$ cat config.mk
export PLATFORM = sky130hd
export DESIGN_NAME = axi_receive_fifo
export DESIGN_NICKNAME = d
export VERILOG_FILES = /design/src/rtl/axi_receive_fifo.sv
export SDC_FILE = /design/constraint.sdc
export NUM_CORES = 1
export LEC_CHECK = 0
export CAP_MARGIN = 20
export CELL_PAD_IN_SITES_DETAIL_PLACEMENT = 1
export CELL_PAD_IN_SITES_GLOBAL_PLACEMENT = 2
export CORE_MARGIN = 10
export CORE_UTILIZATION = 34
export DETAILED_ROUTE_END_ITERATION = 8
export HOLD_SLACK_MARGIN = 0.1
export PLACE_DENSITY_LB_ADDON = 0.1
export SLEW_MARGIN = 40
export SYNTH_ARGS = -nofsm -noshare
export SYNTH_HDL_FRONTEND = slang
export SYNTH_SLANG_ARGS = --single-unit
$ cat constraint.sdc
create_clock -name clk -period 2.3 [get_ports clk]
set_clock_uncertainty 0.05 [all_clocks]
set_input_delay 0.575 -clock clk [delete_from_list [all_inputs] [get_ports clk]]
set_output_delay 0.575 -clock clk [all_outputs]
set_load 0.1 [all_outputs]
$ cat src/rtl/axi_receive_fifo.sv
// rtl/axi_receive_fifo.sv - beat-to-word deserialiser with optional address-to-ID translation and output FIFO
module axi_receive_fifo #(
  parameter int          BUS_WIDTH    = 32,
  parameter int          DATA_WIDTH   = 16,
  parameter int          DEPTH        = 4,
  parameter int          MSB_FIRST    = 0,
  parameter logic [31:0] ADDR_CEILING = 32'h3C,
  parameter logic [15:0] ID_CEILING   = 16'h0F,
  parameter int          STRIDE_LOG2  = 2,
  localparam int         NBEATS       = (BUS_WIDTH < DATA_WIDTH) ? DATA_WIDTH / BUS_WIDTH : 1,
  localparam int         CNT_W        = $clog2(NBEATS) + 1
) (
  input  logic                  clk,
  input  logic                  rst_n,
  input  logic                  is_addr,
  input  logic                  flush,
  input  logic [BUS_WIDTH-1:0]  in_packet,
  input  logic                  in_valid,
  output logic                  in_ready,
  output logic [DATA_WIDTH-1:0] out_data,
  output logic                  out_oor,
  output logic                  out_valid,
  input  logic                  out_ready,
  output logic [CNT_W-1:0]      beat_cnt
);

  localparam int PTR_W = $clog2(DEPTH);
  localparam int AW    = (BUS_WIDTH > DATA_WIDTH) ? BUS_WIDTH : DATA_WIDTH;
  localparam int CW    = (AW > 32) ? AW : 32;
  localparam int EW    = DATA_WIDTH + 1;

  if (BUS_WIDTH < DATA_WIDTH && (DATA_WIDTH % BUS_WIDTH) != 0) begin : g_bad_width
    $error("axi_receive_fifo: DATA_WIDTH must be a multiple of BUS_WIDTH");
  end
  if (DEPTH < 2 || (DEPTH & (DEPTH - 1)) != 0) begin : g_bad_depth
    $error("axi_receive_fifo: DEPTH must be a power of two >= 2");
  end

  logic                  accept;
  logic                  last_beat;
  logic                  push;
  logic                  pop;
  logic                  full;
  logic                  empty;
  logic [DATA_WIDTH-1:0] word;
  logic [AW-1:0]         addr_src;
  logic [CW-1:0]         addr_ext;
  logic                  in_range;
  logic [DATA_WIDTH-1:0] push_data;
  logic                  push_oor;

  // The final beat is merged combinationally so the word is pushed on the same edge.
  if (NBEATS > 1) begin : g_asm
    logic [DATA_WIDTH-1:0] asm_q;
    logic [DATA_WIDTH-1:0] asm_next;
    logic [CNT_W-1:0]      slot;

    always_comb begin
      slot     = (MSB_FIRST != 0) ? CNT_W'(NBEATS - 1) - beat_cnt : beat_cnt;
      asm_next = asm_q;
      asm_next[slot*BUS_WIDTH +: BUS_WIDTH] = in_packet;
    end

    always_ff @(posedge clk or negedge rst_n) begin
      if (!rst_n) begin
        asm_q <= '0;
      end else if (flush || (accept && last_beat)) begin
        asm_q <= '0;
      end else if (accept) begin
        asm_q <= asm_next;
      end
    end

    assign last_beat = (beat_cnt == CNT_W'(NBEATS - 1));
    assign word      = asm_next;
    assign addr_src  = asm_next;
  end else begin : g_wide
    assign last_beat = 1'b1;
    assign word      = in_packet[DATA_WIDTH-1:0];
    assign addr_src  = in_packet;
  end

  assign addr_ext  = CW'(addr_src);
  assign in_range  = (addr_ext <= CW'(ADDR_CEILING));
  assign push_data = !is_addr ? word
                   : in_range ? DATA_WIDTH'(addr_ext >> STRIDE_LOG2)
                   : DATA_WIDTH'(ID_CEILING);
  assign push_oor  = is_addr && !in_range;

  logic [EW-1:0]    mem [DEPTH];
  logic [PTR_W-1:0] wr_ptr;
  logic [PTR_W-1:0] rd_ptr;
  logic [PTR_W:0]   count;

  assign full      = (count == (PTR_W + 1)'(DEPTH));
  assign empty     = (count == '0);
  assign out_valid = !empty;
  assign pop       = out_valid && out_ready;
  assign in_ready  = !full || pop;
  assign accept    = in_valid && in_ready;
  assign push      = accept && last_beat && !flush;

  assign {out_oor, out_data} = empty ? '0 : mem[rd_ptr];

  always_ff @(posedge clk) begin
    if (push) begin
      mem[wr_ptr] <= {push_oor, push_data};
    end
  end

  always_ff @(posedge clk or negedge rst_n) begin
    if (!rst_n) begin
      wr_ptr   <= '0;
      rd_ptr   <= '0;
      count    <= '0;
      beat_cnt <= '0;
    end else begin
      if (push) wr_ptr <= wr_ptr + PTR_W'(1);
      if (pop)  rd_ptr <= rd_ptr + PTR_W'(1);
      case ({push, pop})
        2'b10:   count <= count + 1'b1;
        2'b01:   count <= count - 1'b1;
        default: count <= count;
      endcase
      if (flush) begin
        beat_cnt <= '0;
      end else if (accept) begin
        beat_cnt <= last_beat ? '0 : beat_cnt + 1'b1;
      end
    end
  end

endmodule

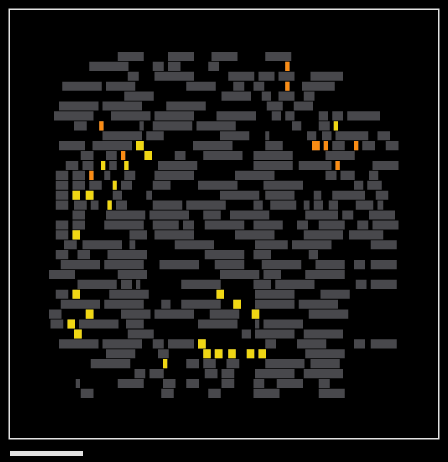
Fig. 1. Gate families picked out (run 1).
The bar under the picture is 20 um long.
color	family	cells	most used
orange	inverters	9	inv_1
yellow	NOR gates	24	nor2b_1

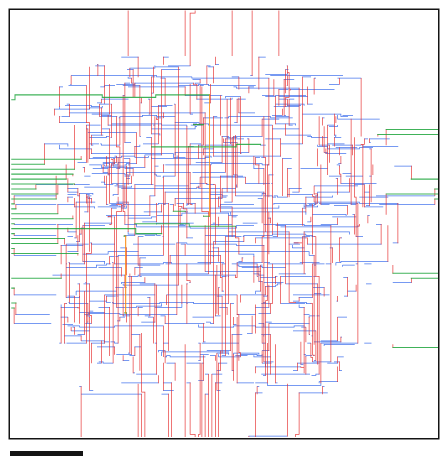
Fig. 2. Routed metal, one color a layer (run 1).
The bar under the picture is 20 um long.
color	layer	wire length
orange	met4	54.4 um
red	met2	3590 um
blue	met1	3210 um
green	met3	471 um

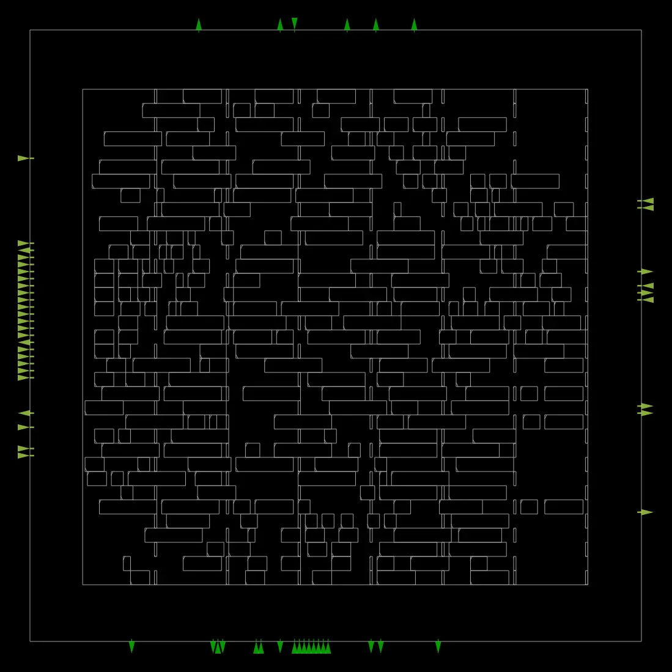
Fig. 3. Placed standard cells (run 1).
Cell Rows: 35
core area: 9240 sq um

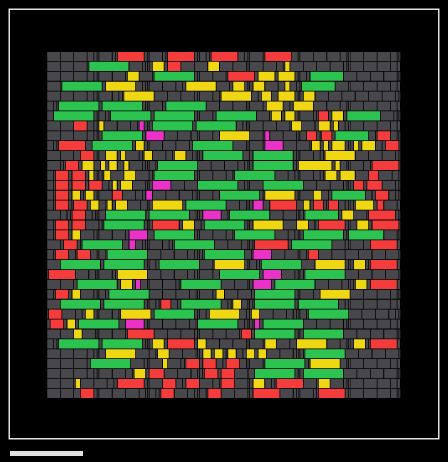
Fig. 4. Placement by cell class (run 1).
The bar under the picture is 20 um long. Fill, decap, tap and diode cells in gray.
color	class	cells	share of their area
red	other buffers and delay cells	74	22%
yellow	all other logic	100	24%
magenta	clock drivers and dummy loads	16	3.6%
green	flip-flops	75	51%

==> flow_metrics.env, run 1 <==
# physical design summary
export IMPL_status="complete, but fails checks"
export IMPL_violations="setup timing"
export IMPL_logic_area_sq_um=992
export IMPL_drive_gt1_share_pct=36.6
export IMPL_clock_latency_late_pin_ns=0.33
export IMPL_overflow=0
export IMPL_r2r_end="count[2]"
export IMPL_path_clk_slew_ns=0.07
export IMPL_warning_count=32
export IMPL_antenna_found_initial=0
export IMPL_r2r_cells=9
export IMPL_die_y_um=117
export IMPL_final_hold_viol_count=0
export IMPL_max_cap_violations=0
export IMPL_crit_type="reg -> out"
export IMPL_pre_cts_ws_ns=-0.576
export IMPL_critPathSlowestCell="mux4_2"
export IMPL_signal_buffers=74
export IMPL_crit_path_end_kind="primary output"
export IMPL_clock_sinks=75
export IMPL_rsz0062_at_grt="true"
export IMPL_fillers=886
export IMPL_cts_max_level=3
export IMPL_place_inst=373
export IMPL_busiest_layer="met2"
export IMPL_initialDrtViolationCount=54
export IMPL_start_kind="register"
export IMPL_cts_tree="built"
export IMPL_cp_startpoint="rd_ptr[0]"
export IMPL_finalCritPeriodShare_pct=106
export IMPL_grtUsageMet2_pct=17.1
export IMPL_crit_chain="clkbuf_16, mux4_2, and2_4, buf_12"
export IMPL_dp_hpwl_mm=5.04
export IMPL_largestClassByArea="sequential cells"
export IMPL_fa_ha_area_share_pct=2.56
export IMPL_area_delta_synth_final_pct=39.9
export IMPL_antenna_cells=0
export IMPL_regMostFlops="mem"
export IMPL_cpPeakStageDelay_ns=0.51
export IMPL_vias_per_cell=4.67
export IMPL_holdBufCountCts=0
export IMPL_comb_share_pct=21.9
export IMPL_layout_top_cell="edfxtp_1"
export IMPL_syn_area_sq_um=3230
export IMPL_instances_no_fill=394
export IMPL_crit_family="multiplexers"
export IMPL_portBuffers=56
export IMPL_crit_fanout=5
export IMPL_crit_cells=4
export IMPL_xor_share_pct=1.63
export IMPL_ys_chip_area_sq_um=3230
export IMPL_die_x_um=117
export IMPL_grtUsageTotal_pct=10.6
export IMPL_flops=75
export IMPL_synth_cell_types=30
export IMPL_dr_total_vias=1840
export IMPL_final_cell_area_sq_um=4520
export IMPL_setup_viol=17
export IMPL_ys_cells=184
export IMPL_dr_pass1_iters=6
export IMPL_reg_top3="mem x68, count x3"
export IMPL_hold_path_class="in -> async"
export IMPL_fin_crit_ns=2.44
export IMPL_ioPinCount=58
export IMPL_holdWs_ns=0.455
export IMPL_synth_logic_top_family="multiplexers"
export IMPL_fp_nets=228
export IMPL_flop_area_sq_um=2220
export IMPL_clkbuf_count=12
export IMPL_mux_area_share_pct=12.6
export IMPL_synth_seq_share_pct=68.6
export IMPL_drt_total_wl_mm=7.32
export IMPL_lay_top_cells="edfxtp_1 (68), clkdlybuf4s50_1 (36), buf_12 (23)"
export IMPL_synthSimpleGateAreaFrac_pct=10.4
export IMPL_clockBufferDepth=2
export IMPL_fin_ws_ns=-0.144
export IMPL_cts_root_buffer="clkbuf_8"
export IMPL_bufAreaShareNonClock_pct=21.1
export IMPL_critPathRequiredTime_ns=1.67
export IMPL_grt_pass1_wl_mm=11.7
run 1: Yosys cell counts, drive strengths merged:
| cell | count | area share (%) |
|---|---|---|
| mux2i | 1 | 0.31 |
| a32oi | 2 | 0.54 |
| and3b | 1 | 0.27 |
| dfrtp | 7 | 5.4 |
| nand3 | 1 | 0.15 |
| a41oi | 2 | 0.54 |
| or3 | 1 | 0.19 |
| a31oi | 1 | 0.19 |
| buf | 5 | 1.1 |
| mux2 | 1 | 0.46 |
| or4b | 1 | 0.43 |
| and4 | 2 | 0.54 |
| clkbuf | 4 | 0.46 |
| mux4 | 17 | 12 |
| inv | 9 | 1.0 |
| nor2 | 6 | 0.70 |
| edfxtp | 68 | 63 |
| xnor2 | 3 | 0.81 |
| nor2b | 12 | 2.3 |
| o21ai | 1 | 0.15 |
| and3 | 1 | 0.19 |
| fa | 1 | 0.62 |
| nor4 | 6 | 1.2 |
| xor2 | 3 | 0.81 |
| conb | 1 | 0.12 |
| ha | 5 | 1.9 |
| and2 | 22 | 4.4 |
run 1: metal layers:
layer | vias up | part of all wire, %
li1 | 853 | -
met1 | 938 | 44
met2 | 45 | 49
met3 | 4 | 6.4
met4 | 0 | 0.74
met5 | - | 0
run 1: logic make-up (layout without fill, tap and decap cells):
kind of cell	Yosys count	after routing
simple gates	53	53
mux	19	19
xor+xnor	6	6
other cells	1	1
buf+inv	18	99
flops	75	75
compound gates	6	6
fa+ha+maj	6	6
run 1: timing repair:
action	CTS	global route
gates cloned	1	1
setup endpoints to repair	89	18
buffers inserted	2	2
pin swaps	10	13
resized	11	10
--- run 2 (diff from run 1) ---
--- a/config.mk
+++ b/config.mk
@@ -10,6 +10,7 @@
 export CELL_PAD_IN_SITES_GLOBAL_PLACEMENT = 2
 export CORE_MARGIN = 10
 export CORE_UTILIZATION = 34
+export CTS_CLUSTER_SIZE = 40
 export DETAILED_ROUTE_END_ITERATION = 8
 export HOLD_SLACK_MARGIN = 0.1
 export PLACE_DENSITY_LB_ADDON = 0.1
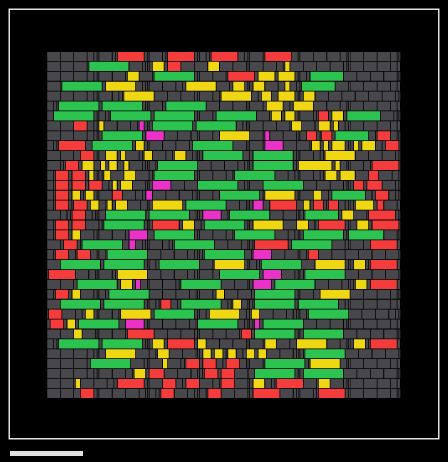
Fig. 5. Placement by cell class (run 2).
The bar under the picture is 20 um long. Fill, decap, tap and diode cells in gray.
color	class	cells	share of their area
green	flip-flops	75	51%
magenta	clock drivers and dummy loads	16	3.6%
red	other buffers and delay cells	74	22%
yellow	all other logic	100	24%
Finished Core Util: 48.9%
Final Cell Area: 4520 sq um
sequential cell area share: 49.1%

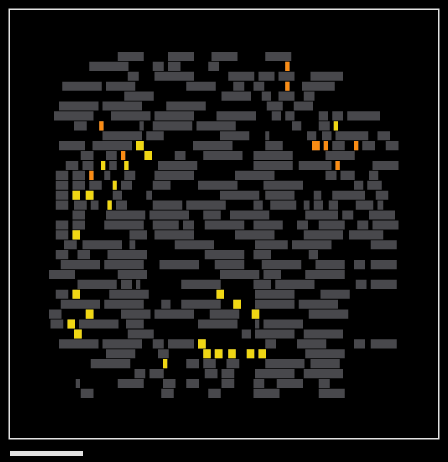
Fig. 6. Gate families picked out (run 2).
The bar under the picture is 20 um long.
color	family	cells	most used
orange	inverters	9	inv_1
yellow	NOR gates	24	nor2b_1

==> flow_metrics.env, run 2 <==
# physical design summary
export IMPL_flop_area_sq_um=2220
export IMPL_fin_ws_ns=-0.144
export IMPL_common_cells="edfxtp_1 (68), and2_1 (18), mux4_2 (17)"
export IMPL_portBuffers=56
export IMPL_largestClassByArea="sequential cells"
export IMPL_synth_area_top_cells="edfxtp_1 (63%), mux4_2 (12%), dfrtp_1 (5.4%)"
export IMPL_hold_path_class="in -> async"
export IMPL_start_kind="register"
export IMPL_signal_buffers=74
export IMPL_cts_max_level=3
export IMPL_lay_top_cells="edfxtp_1 (68), clkdlybuf4s50_1 (36), buf_12 (23)"
export IMPL_syn_area_sq_um=3230
export IMPL_critPathSlowestCell="mux4_2"
export IMPL_dr_pass1_iters=6
export IMPL_post_cts_buffers=2
export IMPL_clockBufferDepth=2
export IMPL_crit_chain="clkbuf_16, mux4_2, and2_4, buf_12"
export IMPL_syn_area_per_cell_sq_um=17.6
export IMPL_holdBufCountCts=0
export IMPL_grt_pass1_wl_mm=11.7
export IMPL_crit_type="reg -> out"
export IMPL_initialDrtViolationCount=54
export IMPL_clock_latency_late_pin_ns=0.33
export IMPL_crit_family="multiplexers"
export IMPL_bufAreaShareNonClock_pct=21.1
export IMPL_dp_hpwl_mm=5.04
export IMPL_max_cap_violations=0
export IMPL_antenna_cells=0
export IMPL_reg_top3="mem x68, count x3"
export IMPL_setup_viol=17
export IMPL_ioPinCount=58
export IMPL_met1_usage_pct=12.7
export IMPL_core_area_sq_um=9240
export IMPL_logic_area_sq_um=992
export IMPL_vias_per_cell=4.67
export IMPL_cts_tree="built"
export IMPL_regMostFlops="mem"
export IMPL_crit_path_end_kind="primary output"
export IMPL_ys_async_sr_fraction_pct=9.33
export IMPL_overflow=0
export IMPL_cts_resized_gates=11
export IMPL_path_clk_slew_ns=0.07
export IMPL_rows=35
export IMPL_die_y_um=117
export IMPL_crit_fanout=5
export IMPL_critPathRequiredTime_ns=1.67
export IMPL_final_hold_viol_count=0
export IMPL_synthFlopType="edfxtp_1"
export IMPL_status="complete, but fails checks"
export IMPL_finalCritPeriodShare_pct=106
export IMPL_grtUsageTotal_pct=10.6
export IMPL_cpPeakStageDelay_ns=0.51
export IMPL_flops=75
export IMPL_rsz0062_at_grt="true"
export IMPL_fp_nets=228
export IMPL_clock_sinks=75
export IMPL_violations="setup timing"
export IMPL_dr_total_vias=1840
export IMPL_edf_count=68
export IMPL_fillers=886
export IMPL_fin_crit_ns=2.44
export IMPL_clkbuf_count=12
export IMPL_instances_no_fill=394
export IMPL_die_x_um=117
export IMPL_grtUsageMet2_pct=17.1
export IMPL_antenna_found_initial=0
export IMPL_ys_chip_area_sq_um=3230
export IMPL_synth_top_area_share_pct=63.2
export IMPL_area_delta_synth_final_pct=39.9
export IMPL_drive_gt1_share_pct=36.6
export IMPL_ys_cells=184
export IMPL_largest_area_cell="edfxtp_1"
export IMPL_layout_top_cell="edfxtp_1"
export IMPL_top_cell="edfxtp_1"
export IMPL_place_inst=373
export IMPL_cts_root_buffer="clkbuf_8"
export IMPL_warning_count=32
==> run 2: cell counts in the layout (fill, tap and decap cells not counted) <==
Identical to the previous run, type by type.
==> run 2: through the flow <==
step | TNS, ns | setup WS [ns]
after global routing | -2.97 | -0.198
after floorplan | -0.881 | -0.404
after detailed placement | -27.37 | -0.576
after CTS | -2.50 | -0.170
final | -1.79 | -0.144
after global placement | -27.26 | -0.552
==> run 2: cells by family (layout without fill, tap and decap cells) <==
logic type / count (synthesis) / count (layout) / synth area share [%]
flip-flops: 75 / 75 / 68.6
AND/OR/NAND/NOR: 53 / 53 / 10.4
multiplexers: 19 / 19 / 12.6
buffers and inverters: 18 / 99 / 2.63
adder cells (fa/ha/maj): 6 / 6 / 2.56
AND-OR/OR-AND: 6 / 6 / 1.43
XOR/XNOR: 6 / 6 / 1.63
other: 1 / 1 / 0.116
==> run 2: final timing paths <==
check	startpoint	end	slack (ns)	depth (start not counted)
setup / recovery	rd_ptr[0]	out_data[9]	-0.14	4
hold / removal	rst_n	rd_ptr[0]	0.45	1
setup reg to reg	count[0]	count[2]	0.05	9
hold reg to reg	count[2]	count[2]	0.46	1
max in group asynchronous	rst_n	rd_ptr[0]	1.48	1
min in group clk	count[2]	count[2]	0.46	1
==> run 2: layer usage <==
metal,wire length (um),up-vias
li1,-,853
met1,3210,938
met2,3590,45
met3,471,4
met4,54,0
met5,0,-
--- run 3 (diff from run 2) ---
--- a/config.mk
+++ b/config.mk
@@ -8,6 +8,7 @@
 export CAP_MARGIN = 20
 export CELL_PAD_IN_SITES_DETAIL_PLACEMENT = 1
 export CELL_PAD_IN_SITES_GLOBAL_PLACEMENT = 2
+export CORE_ASPECT_RATIO = 0.9
 export CORE_MARGIN = 10
 export CORE_UTILIZATION = 34
 export CTS_CLUSTER_SIZE = 40
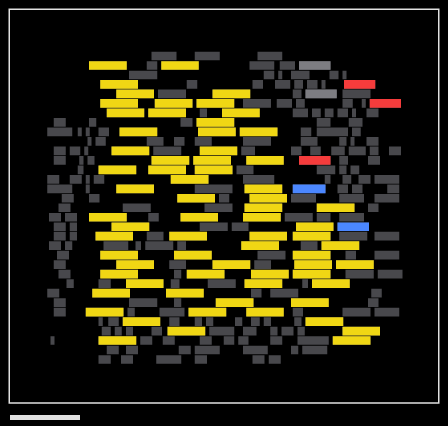
Fig. 7. Where the registers sit (run 3).
The bar under the picture is 20 um long.
color	name in the netlist	flops
blue	rd_ptr	2
yellow	mem	68
red	count	3
not colored	2

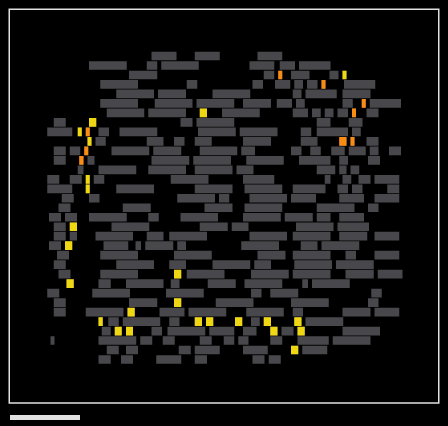
Fig. 8. Gate families picked out (run 3).
The bar under the picture is 20 um long.
color	family	cells	most used
orange	inverters	9	inv_1
yellow	NOR gates	24	nor2b_1
Comb area share: 21.6%
most used logic cell in the final layout: edfxtp_1

==> flow_metrics.env, run 3 <==
# physical design summary
export IMPL_routed_top_layer="met4"
export IMPL_common_cells="edfxtp_1 (68), and2_1 (18), mux4_2 (17)"
export IMPL_overflow=0
export IMPL_regMostFlops="mem"
export IMPL_fmax_mhz=411
export IMPL_cts_max_level=3
export IMPL_syn_area_per_cell_sq_um=17.6
export IMPL_cp_endpoint="out_data[0]"
export IMPL_critPathRequiredTime_ns=1.67
export IMPL_tightest_slew_ns=0.511
export IMPL_final_hold_viol_count=0
export IMPL_instances_no_fill=389
export IMPL_largest_reg_flops=68
export IMPL_drt_total_wl_mm=7.43
export IMPL_clockBufferDepth=2
export IMPL_grt_max_degree=18
export IMPL_hold_path_class="in -> async"
export IMPL_edf_count=68
export IMPL_synth_cells=184
export IMPL_gp_congestion=0.715
export IMPL_synth_seq_share_pct=68.6
export IMPL_grtUsageMet2_pct=18.8
export IMPL_fin_ws_ns=-0.131
export IMPL_clock_latency_late_pin_ns=0.34
export IMPL_reg_top3="mem x68, count x3"
export IMPL_cts_buffers=9
export IMPL_finalCritPeriodShare_pct=106
export IMPL_arrival_ns=1.81
export IMPL_r2r_end="count[2]"
export IMPL_fp_nets=228
export IMPL_synthFlopType="edfxtp_1"
export IMPL_largest_area_cell="edfxtp_1"
export IMPL_area_delta_synth_final_pct=42.3
export IMPL_maxSlewHeadroom_pct=65.9
export IMPL_ys_cells=184
export IMPL_grt_pass1_vias=2125
export IMPL_wl_met1_mm=2.99
export IMPL_warning_count=32
export IMPL_path_clk_slew_ns=0.08
export IMPL_ys_chip_area_sq_um=3230
export IMPL_synth_area_top_cells="edfxtp_1 (63%), mux4_2 (12%), dfrtp_1 (5.4%)"
export IMPL_initialDrtViolationCount=66
export IMPL_met2WireLength_mm=3.87
export IMPL_status="complete, but fails checks"
export IMPL_clock_sinks=75
export IMPL_antenna_cells=0
export IMPL_crit_path_end_kind="primary output"
export IMPL_initial_core_util_pct=35.1
export IMPL_die_x_um=123
export IMPL_ant_nets=0
export IMPL_met1_usage_pct=12.5
export IMPL_vias_per_cell=4.80
export IMPL_busiest_layer="met2"
export IMPL_dp_hpwl_mm=5.28
export IMPL_fin_util_pct=49.9
export IMPL_cts_root_buffer="clkbuf_8"
export IMPL_portBuffers=56
export IMPL_max_cap_violations=0
export IMPL_r2r_slack_ns=0.02
export IMPL_grtUsageTotal_pct=11.2
export IMPL_use_met3_pct=5.26
export IMPL_die_y_um=112
export IMPL_grt_pass1_wl_mm=11.7
export IMPL_dr_pass1_iters=5
export IMPL_drc=0
export IMPL_violations="setup timing"
export IMPL_holdBufCountCts=0
export IMPL_synth_top_area_share_pct=63.2
export IMPL_syn_area_sq_um=3230
export IMPL_die_area_sq_um=13800
export IMPL_top_cell="edfxtp_1"
export IMPL_start_kind="register"
export IMPL_drive_gt1_share_pct=38.2
export IMPL_rows=33
export IMPL_ioPinCount=58
export IMPL_route_met3_wl_um=520
export IMPL_wl_per_cell_um=19.1
export IMPL_nets=306
export IMPL_synth_cell_types=30
export IMPL_drv_slew=0
export IMPL_setup_viol=18
export IMPL_crit_type="reg -> out"
export IMPL_ys_ff=75
export IMPL_final_setup_tns_ns=-2.00
export IMPL_cp_startpoint="count[2]"
export IMPL_holdWs_ns=0.465
export IMPL_lay_top_cells="edfxtp_1 (68), clkdlybuf4s50_1 (36), buf_12 (22)"
export IMPL_antenna_found_initial=0
export IMPL_cts_tree="built"
export IMPL_place_inst=368
export IMPL_r2r_cells=9
export IMPL_crit_fanout=8
export IMPL_synth_warnings=0
export IMPL_ys_async_sr_fraction_pct=9.33
export IMPL_core_area_sq_um=9210
export IMPL_worstReg2RegStart="count[0]"
export IMPL_dr_total_vias=1866
export IMPL_rsz0062_at_grt="true"
export IMPL_fin_crit_ns=2.43
run 3: worst min path at each step:
stage,startpoint,end
floorplan,rst_n,count[0]
global placement,count[2],count[2]
detailed placement,count[2],count[2]
CTS,rst_n,count[1]
global route,rst_n,rd_ptr[1]
finish,rst_n,rd_ptr[1]
run 3: metrics by stage:
stage | worst slack, ns | area [sq um]
after floorplan | -0.404 | 3270
after global placement | -0.548 | 4260
after detailed placement | -0.586 | 4260
after CTS | -0.167 | 4530
after global routing | -0.202 | 4600
final | -0.131 | 4600
run 3: cell type report:
class / instances / area (sq um)
Clock buffer: 9 / 124
Clock inverter: 7 / 76.3
Fill cell: 868 / 4610
Inverter: 9 / 36.3
Multi-Input combinational cell: 91 / 992
Sequential cell: 75 / 2220
Tap cell: 122 / 153
Timing Repair Buffer: 76 / 996
run 3: kinds of logic (layout without fill, tap and decap cells):
group | after synthesis | count (layout) | share of synthesized area, %
compound gates | 6 | 6 | 1.43
xor+xnor | 6 | 6 | 1.63
fa+ha+maj | 6 | 6 | 2.56
buf+inv | 18 | 101 | 2.63
flops | 75 | 75 | 68.6
mux | 19 | 19 | 12.6
other cells | 1 | 1 | 0.116
simple gates | 53 | 53 | 10.4
run 3: repair_timing:
item / in CTS / in global routing
resized: 16 / 10
setup buffers: 1 / 2
endpoints found under the setup margin: 59 / 23
gates cloned: 1 / 1
pin swaps: 15 / 10
run 3: critical path, cell delays in order, from the launching register on:
cell	delay, ns
dfrtp_1	0.40
buf_6	0.12
or3_4	0.44
buf_8	0.16
and2_4	0.17
buf_12	0.16
